Figure 1. Clock distribution.
Bar = 100 µm.
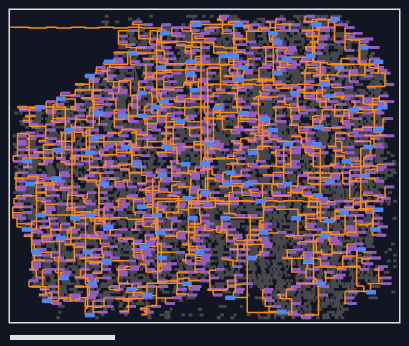
Figure 2. Metal 2.
Cells faint in the background.
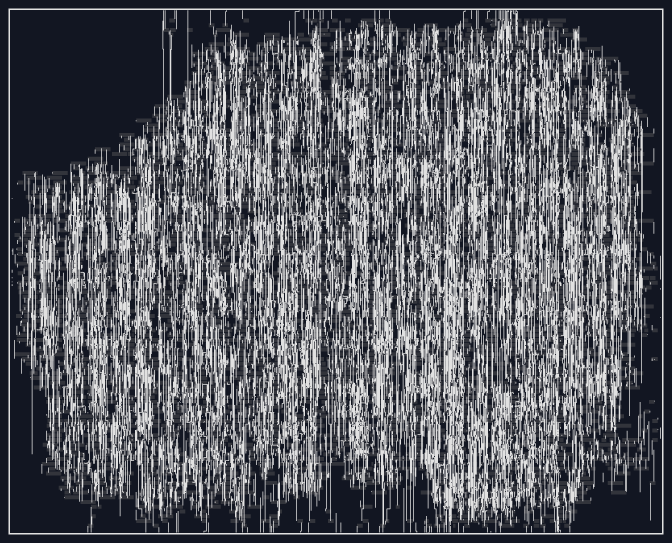
Figure 3. Placement view.
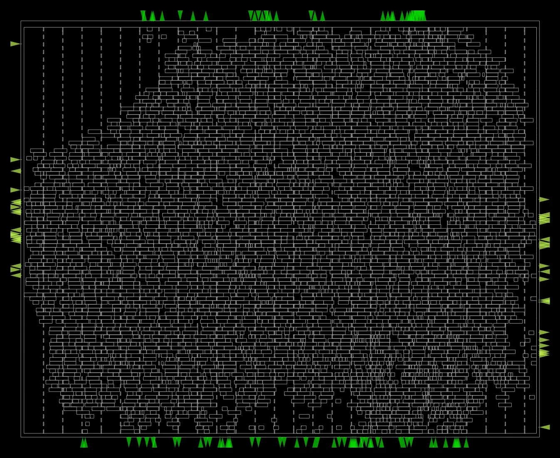
Figure 4. Placement by cell class.
Bar = 100 µm.
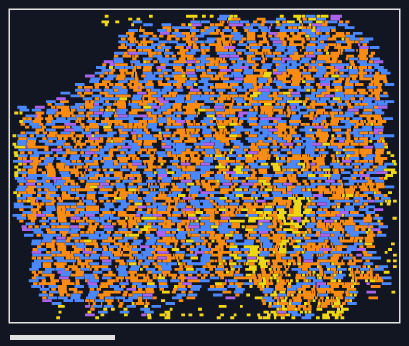
==> src/rtl/regfile_pkg.sv <==
// Shared constants and the pending-bit next-state rule for the register file scoreboard.
package regfile_pkg;

    localparam int DATA_W_DEF = 32;
    localparam int ADDR_W_DEF = 5;

    // Set wins over clear: a retiring producer and a new reservation on the
    // same register in one cycle leave the register pending.
    function automatic logic pend_next(input logic cur, input logic clr, input logic set);
        return set | (cur & ~clr);
    endfunction

endpackage

==> src/rtl/regfile_scoreboard_if.sv <==
// Decode/writeback side bus of the register file: read, write and reserve channels.
interface regfile_scoreboard_if
    import regfile_pkg::*;
#(
    parameter int DATA_W = DATA_W_DEF,
    parameter int ADDR_W = ADDR_W_DEF
);
    logic              rd_en;
    logic [ADDR_W-1:0] rd_addr1;
    logic [ADDR_W-1:0] rd_addr2;
    logic [DATA_W-1:0] rd_data1;
    logic [DATA_W-1:0] rd_data2;
    logic              rd_busy1;
    logic              rd_busy2;
    logic              wr_en;
    logic [ADDR_W-1:0] wr_addr;
    logic [DATA_W-1:0] wr_data;
    logic              rsv_en;
    logic [ADDR_W-1:0] rsv_addr;
    logic [ADDR_W:0]   pend_cnt;

    modport master (
        output rd_en, rd_addr1, rd_addr2, wr_en, wr_addr, wr_data, rsv_en, rsv_addr,
        input  rd_data1, rd_data2, rd_busy1, rd_busy2, pend_cnt
    );

    modport slave (
        input  rd_en, rd_addr1, rd_addr2, wr_en, wr_addr, wr_data, rsv_en, rsv_addr,
        output rd_data1, rd_data2, rd_busy1, rd_busy2, pend_cnt
    );
endinterface

==> src/rtl/rf_scoreboard.sv <==
// Per-register pending bits with reserve/release and an incrementally maintained population count.
module rf_scoreboard
    import regfile_pkg::*;
#(
    parameter int ADDR_W = ADDR_W_DEF
) (
    input  logic              clk,
    input  logic              rst_n,
    input  logic              wr_ok,
    input  logic [ADDR_W-1:0] wr_addr,
    input  logic              rsv_ok,
    input  logic [ADDR_W-1:0] rsv_addr,
    input  logic [ADDR_W-1:0] rd_addr1,
    input  logic [ADDR_W-1:0] rd_addr2,
    output logic              rel_busy1,
    output logic              rel_busy2,
    output logic [ADDR_W:0]   pend_cnt
);
    localparam int DEPTH = 2 ** ADDR_W;
    localparam int CNT_W = ADDR_W + 1;

    logic [DEPTH-1:0] pend_q, pend_d;
    logic [CNT_W-1:0] cnt_q, cnt_d;
    logic             inc, dec;

    always_comb begin
        for (int i = 0; i < DEPTH; i++) begin
            pend_d[i] = pend_next(pend_q[i],
                                  wr_ok  && (wr_addr  == ADDR_W'(i)),
                                  rsv_ok && (rsv_addr == ADDR_W'(i)));
        end

        // A release on the address being reserved is cancelled by the set-wins rule.
        inc = rsv_ok && !pend_q[rsv_addr];
        dec = wr_ok && pend_q[wr_addr] && !(rsv_ok && (rsv_addr == wr_addr));

        cnt_d = cnt_q;
        if (inc && !dec) begin
            cnt_d = cnt_q + CNT_W'(1);
        end else if (dec && !inc) begin
            cnt_d = cnt_q - CNT_W'(1);
        end
    end

    // Busy as seen by a reader: this cycle's release applies, this cycle's reserve does not.
    assign rel_busy1 = pend_q[rd_addr1] && !(wr_ok && (wr_addr == rd_addr1));
    assign rel_busy2 = pend_q[rd_addr2] && !(wr_ok && (wr_addr == rd_addr2));
    assign pend_cnt  = cnt_q;

    // NOTE: sequential state is updated with non-blocking assignments only;
    // all next-state logic lives in the always_comb above.
    always_ff @(posedge clk or negedge rst_n) begin
        if (!rst_n) begin
            pend_q <= '0;
            cnt_q  <= '0;
        end else begin
            pend_q <= pend_d;
            cnt_q  <= cnt_d;
        end
    end

endmodule

==> src/rtl/regfile_scoreboard.sv <==
// 2R/1W register file with registered reads, write-to-read bypass and a pending-write scoreboard.
module regfile_scoreboard
    import regfile_pkg::*;
#(
    parameter int DATA_W   = DATA_W_DEF,
    parameter int ADDR_W   = ADDR_W_DEF,
    parameter int ZERO_REG = 1,
    parameter int BYPASS   = 1
) (
    input  logic                 clk,
    input  logic                 rst_n,
    regfile_scoreboard_if.slave  bus
);
    localparam int DEPTH = 2 ** ADDR_W;

    logic [DATA_W-1:0] regs_q [DEPTH];
    logic [DATA_W-1:0] regs_d [DEPTH];
    logic [DATA_W-1:0] rd_data1_q, rd_data1_d;
    logic [DATA_W-1:0] rd_data2_q, rd_data2_d;
    logic              rd_busy1_q, rd_busy1_d;
    logic              rd_busy2_q, rd_busy2_d;
    logic              wr_ok, rsv_ok, byp1, byp2;
    logic              rel_busy1, rel_busy2;

    // Register 0 is neither writable nor reservable when hard-wired to zero.
    assign wr_ok  = bus.wr_en  && !((ZERO_REG != 0) && (bus.wr_addr  == '0));
    assign rsv_ok = bus.rsv_en && !((ZERO_REG != 0) && (bus.rsv_addr == '0));
    assign byp1   = (BYPASS != 0) && wr_ok && (bus.wr_addr == bus.rd_addr1);
    assign byp2   = (BYPASS != 0) && wr_ok && (bus.wr_addr == bus.rd_addr2);

    rf_scoreboard #(
        .ADDR_W (ADDR_W)
    ) u_sb (
        .clk       (clk),
        .rst_n     (rst_n),
        .wr_ok     (wr_ok),
        .wr_addr   (bus.wr_addr),
        .rsv_ok    (rsv_ok),
        .rsv_addr  (bus.rsv_addr),
        .rd_addr1  (bus.rd_addr1),
        .rd_addr2  (bus.rd_addr2),
        .rel_busy1 (rel_busy1),
        .rel_busy2 (rel_busy2),
        .pend_cnt  (bus.pend_cnt)
    );

    // NOTE: every variable gets a default first so no path leaves it unassigned,
    // which would otherwise infer a latch.
    always_comb begin
        regs_d = regs_q;
        if (wr_ok) begin
            regs_d[bus.wr_addr] = bus.wr_data;
        end

        rd_data1_d = rd_data1_q;
        rd_data2_d = rd_data2_q;
        rd_busy1_d = rd_busy1_q;
        rd_busy2_d = rd_busy2_q;
        if (bus.rd_en) begin
            rd_data1_d = byp1 ? bus.wr_data : regs_q[bus.rd_addr1];
            rd_data2_d = byp2 ? bus.wr_data : regs_q[bus.rd_addr2];
            rd_busy1_d = rel_busy1;
            rd_busy2_d = rel_busy2;
        end
    end

    // NOTE: the array is cleared by reset on purpose (asynchronous clear of all
    // registers), so it maps to flops rather than a RAM macro.
    always_ff @(posedge clk or negedge rst_n) begin
        if (!rst_n) begin
            regs_q     <= '{default: '0};
            rd_data1_q <= '0;
            rd_data2_q <= '0;
            rd_busy1_q <= 1'b0;
            rd_busy2_q <= 1'b0;
        end else begin
            regs_q     <= regs_d;
            rd_data1_q <= rd_data1_d;
            rd_data2_q <= rd_data2_d;
            rd_busy1_q <= rd_busy1_d;
            rd_busy2_q <= rd_busy2_d;
        end
    end

    assign bus.rd_data1 = rd_data1_q;
    assign bus.rd_data2 = rd_data2_q;
    assign bus.rd_busy1 = rd_busy1_q;
    assign bus.rd_busy2 = rd_busy2_q;

endmodule

==> src/flat_wrapper.sv <==
// flat-port wrapper written by rule: the top's interface ports become plain ports
module regfile_scoreboard_flat import regfile_pkg::*;
#(
    parameter int DATA_W   = DATA_W_DEF,
    parameter int ADDR_W   = ADDR_W_DEF,
    parameter int ZERO_REG = 1,
    parameter int BYPASS   = 1
)
  (clk, rst_n, bus_rd_en, bus_rd_addr1, bus_rd_addr2, bus_wr_en, bus_wr_addr, bus_wr_data, bus_rsv_en, bus_rsv_addr, bus_rd_data1, bus_rd_data2, bus_rd_busy1, bus_rd_busy2, bus_pend_cnt);
  regfile_scoreboard_if #(.DATA_W(DATA_W), .ADDR_W(ADDR_W)) bus_i ();
  input  logic clk;
  input  logic rst_n;
  input wire logic [$bits(bus_i.rd_en)-1:0] bus_rd_en;
  input wire logic [$bits(bus_i.rd_addr1)-1:0] bus_rd_addr1;
  input wire logic [$bits(bus_i.rd_addr2)-1:0] bus_rd_addr2;
  input wire logic [$bits(bus_i.wr_en)-1:0] bus_wr_en;
  input wire logic [$bits(bus_i.wr_addr)-1:0] bus_wr_addr;
  input wire logic [$bits(bus_i.wr_data)-1:0] bus_wr_data;
  input wire logic [$bits(bus_i.rsv_en)-1:0] bus_rsv_en;
  input wire logic [$bits(bus_i.rsv_addr)-1:0] bus_rsv_addr;
  output wire logic [$bits(bus_i.rd_data1)-1:0] bus_rd_data1;
  output wire logic [$bits(bus_i.rd_data2)-1:0] bus_rd_data2;
  output wire logic [$bits(bus_i.rd_busy1)-1:0] bus_rd_busy1;
  output wire logic [$bits(bus_i.rd_busy2)-1:0] bus_rd_busy2;
  output wire logic [$bits(bus_i.pend_cnt)-1:0] bus_pend_cnt;
  assign bus_i.rd_en = bus_rd_en;
  assign bus_i.rd_addr1 = bus_rd_addr1;
  assign bus_i.rd_addr2 = bus_rd_addr2;
  assign bus_i.wr_en = bus_wr_en;
  assign bus_i.wr_addr = bus_wr_addr;
  assign bus_i.wr_data = bus_wr_data;
  assign bus_i.rsv_en = bus_rsv_en;
  assign bus_i.rsv_addr = bus_rsv_addr;
  assign bus_rd_data1 = bus_i.rd_data1;
  assign bus_rd_data2 = bus_i.rd_data2;
  assign bus_rd_busy1 = bus_i.rd_busy1;
  assign bus_rd_busy2 = bus_i.rd_busy2;
  assign bus_pend_cnt = bus_i.pend_cnt;
  regfile_scoreboard #(.DATA_W(DATA_W), .ADDR_W(ADDR_W), .ZERO_REG(ZERO_REG), .BYPASS(BYPASS)) u_core (.clk(clk), .rst_n(rst_n), .bus(bus_i));
endmodule
==> config.mk <==
export PLATFORM = sky130hd
export DESIGN_NAME = regfile_scoreboard_flat
export DESIGN_NICKNAME = d
export VERILOG_FILES = /design/src/rtl/regfile_pkg.sv /design/src/rtl/regfile_scoreboard_if.sv /design/src/rtl/rf_scoreboard.sv /design/src/rtl/regfile_scoreboard.sv /design/src/flat_wrapper.sv
export SDC_FILE = /design/constraint.sdc
export NUM_CORES = 2
export LEC_CHECK = 0
export ABC_CLOCK_PERIOD_IN_PS = 2900
export CORE_ASPECT_RATIO = 0.8
export CORE_MARGIN = 2
export CORE_UTILIZATION = 55
export DETAILED_ROUTE_END_ITERATION = 12
export PLACE_DENSITY = 0.76
export SYNTH_ARGS = -nofsm -noshare
export SYNTH_HDL_FRONTEND = slang
export SYNTH_SLANG_ARGS = --single-unit
==> constraint.sdc <==
create_clock -name clk -period 2.9 [get_ports clk]
set_input_delay 0.29 -clock clk [delete_from_list [all_inputs] [get_ports clk]]
set_output_delay 0.29 -clock clk [all_outputs]
set_load 0.02 [all_outputs]
==> reports/qor_table.md <==
| Result | Reported | Unit |
| --- | --- | --- |
| Top cell types by occurrence after synthesis | 1,128 x sky130_fd_sc_hd__dfrtp_1, 964 x sky130_fd_sc_hd__mux2_2, 582 x sky130_fd_sc_hd__mux4_2 | - |
| Number of antenna violations at the first check in global routing | 7 | - |
| Ys flops | 1,128 | - |
| FF/Latch Area | 0.02823 | mm² |
| Biggest cell delay along the critical path | 0.48 | ns |
| Non-Clock Buffer Count | 445 | - |
| Most frequent logic cell in the layout | sky130_fd_sc_hd__dfrtp_1 | - |
| Most flops, register | u_core.regs_q | - |
| Failing checks | setup timing | - |
| Logic pwr share | 22.7 | % |
| Timing-limited maximum frequency | 328.0 | MHz |
| Number of unique standard cell types used by synthesis | 56 | - |
| Detail-routed via count per cell | 7.073 | - |
| Sw Share | 27.85 | % |
| Clock Network Area Fraction | 5.657 | % |
| Outcome | finished, violations left | - |
| Pin slew with the least headroom to its limit | 1.137 | ns |
| Relative slew slack | 23.98 | % |
| Critical Path RT | 3.57 | ns |
| Area of the mapped netlist | 0.05958 | mm² |
| IO Count | 129 | - |
| Initial core utilization | 55.70 | % |
| Final tally of setup violations | 3 | - |
| Clkbuf count | 164 | - |
| Crit path cell chain | mux4_2 -> mux4_2 -> o211ai_1 -> ha_4 -> inv_6 -> ha_4 -> a21o_1 -> a21o_1 -> a211o_1 -> o311ai_2 -> xor2_1 | - |
| Final Power | 47.53 | mW |
| Hold Crit Class | in -> reg | - |
| Most frequently placed logic cells in the final layout | 1,128 x sky130_fd_sc_hd__dfrtp_1, 964 x sky130_fd_sc_hd__mux2_2, 582 x sky130_fd_sc_hd__mux4_2 | - |
| Combined buffer and inverter count along the critical path | 1 | - |
| Prevailing post-synth register cell | sky130_fd_sc_hd__dfrtp_1 | - |
| DRC viols | 0 | - |
| Antenna diodes | 3 | - |
| Tapcell Cnt | 1,417 | - |
| Combinational Power | 10.8 | mW |
| Clock transition at the registers of the reported paths | 0.06 | ns |
| Routability-driven placement congestion ratio | 0.8905 | - |
| Drt first pass iters | 5 | - |
| Yosys synthesis warning count | 0 | - |
| Post-layout period usage | 105.1 | % |
| Number of hold violations in the final report | 0 | - |
| Die Size | 0.1110 | mm² |
| Power in sequential cells | 21.2 | mW |
| Mux contribution to synthesized area | 42.79 | % |
| Cell with the largest stage delay on the worst path | sky130_fd_sc_hd__mux4_2 | - |
| Synth Area in XOR/XNOR | 0.2793 | % |
| Post-synth EDFFs | 0 | - |
| Leading cell types by total area after synthesis | sky130_fd_sc_hd__dfrtp_1 47%, sky130_fd_sc_hd__mux4_2 22%, sky130_fd_sc_hd__mux2_2 18% | - |
| Critical path arrival | 3.72 | ns |
| Proportion of layout cells with a drive suffix above 1 | 51.01 | % |
| Area delta synth->final | 15.91 | % |
| Highest routing layer actually used | met5 | - |
| Overall die width | 372.0 | µm |
| P per Cell Area | 688.2 | mW/mm² |
| GR met3 Demand/Resource | 8.620 | % |
| Top fanout value on the critical path | 5 | - |
| Max-area cell class | logic gates | - |
| Clock tree from TritonCTS | built | - |
| Chip area from the yosys synthesis statistics | 0.05958 | mm² |
| Total clock buffers created by CTS | 112 | - |
| Multi-Input Combinational | 2,299 | - |
| Inverters, non-clock | 71 | - |
| Starting DRC count in detailed routing | 4,813 | - |
| Placed wire-length estimate after detailed placement | 114,200 | µm |
| Maximum clock insertion buffer count | 3 | - |
| Count of flip-flops and latches | 1,128 | - |
| Total number of warnings across the stage logs | 32 | - |
| Number of sinks driven by the clock tree | 1,128 | - |
| Worst setup slack after layout | -0.1487 | ns |
| Type of element capturing the critical path | flop | - |
| Area share of the largest cell type after synthesis | 47.38 | % |
| Die height | 298.4 | µm |
| Critical path class | reg -> reg | - |
| Non-clock buffering overhead in the final layout | 7.650 | % |
| Met2 layer wire length in the routed design | 82,770 | µm |
| Met1 Use GR | 48.10 | % |
| Internal power | 34.29 | mW |
| Max-cap viol count | 0 | - |
| Cell area reported after detailed placement | 0.06507 | mm² |
| Routed wire length per instance | 32.74 | µm |
| Proportion of register bits with asynchronous set or reset after synthesis | 100.0 | % |
| Reg power frac | 44.7 | % |
| Htree depth | 3 | - |
| ANT nets after route | 0 | - |
| Final-layout worst hold slack | 0.1350 | ns |
| Cells after Synth | 3,934 | - |
| Setup repair after global routing missed its margin | yes | - |
| Residual overflow from global routing | 0 | - |
| Net count of the finished layout | 4,120 | - |
| Library cell occupying the most area in the post-synthesis netlist | sky130_fd_sc_hd__dfrtp_1 | - |
| Comb area | 0.02959 | mm² |
| Leading power group | registers | - |
| Met1 wire length | 71,020 | µm |
| Syn_area_per_cell | 15.14 | µm² |
| Leak pwr | 29.82 | nW |
| Worst setup slack before clock tree synthesis | -0.7893 | ns |
| Clock period minus worst slack | 3.049 | ns |
Back to the opening pictures, Figure 1:
[flip-flops] purple | count: 1,128
[cells driving clock nets] blue | count: 112
[clock wires] orange | length: 14,200 µm
flops lie	all over the die
routed clock nets	113
clock network power: 15.5 mW
clock group share of total power: 32.6%
Clock Latency Late Sink: 0.74 ns
Post-Route Skew: 0.04946 ns

Back to the opening pictures, Figure 2:
share of all routed wire	45%
longest straight run	144 µm
routed wire length: 182,300 µm
met2 demand-to-capacity share in global routing: 49.56%
Via Count: 39,400

Back to the opening pictures, Figure 3:
number of fillers in the final layout: 7,413
Row Count: 107
sequential share of cell area: 40.87%

Back to the opening pictures, Figure 4:
class	colour	cells	share of their area
clock drivers and dummy loads	purple	207	5.8%
all other logic	orange	2,370	44%
other buffers and delay cells	yellow	445	7.9%
flip-flops	blue	1,128	42%
post-route cell area: 0.06906 mm²
Finished Core Util: 64.56%
Core Region: 0.1070 mm²

## path summary, 6_finish.rpt
kind,cells after the start,startpoint,slack [ns],endpoint
max in group asynchronous,3,rst_n,1.60,u_core.regs_q[469]
worst min register to register,0,u_core.regs_q[999],0.39,u_core.regs_q[999]
worst min-delay path,3,bus_rd_addr1[3],0.14,u_core.bus.rd_data1[12]
min in group asynchronous,2,rst_n,0.20,u_core.regs_q[100]
worst max register to register,11,u_core.u_sb.pend_q[0],-0.15,u_core.u_sb.pend_cnt[5]
worst max-delay path,11,u_core.u_sb.pend_q[0],-0.15,u_core.u_sb.pend_cnt[5]
## repair_timing
item                       CTS  global route
buffers inserted             1             1
pin swaps                    4             5
hold buffers                 2             0
hold endpoints to repair    64             0
cloned                       0             0
setup endpoints to repair    3             4
resized                      4             5
Power is estimated from default activity; no workload was simulated.
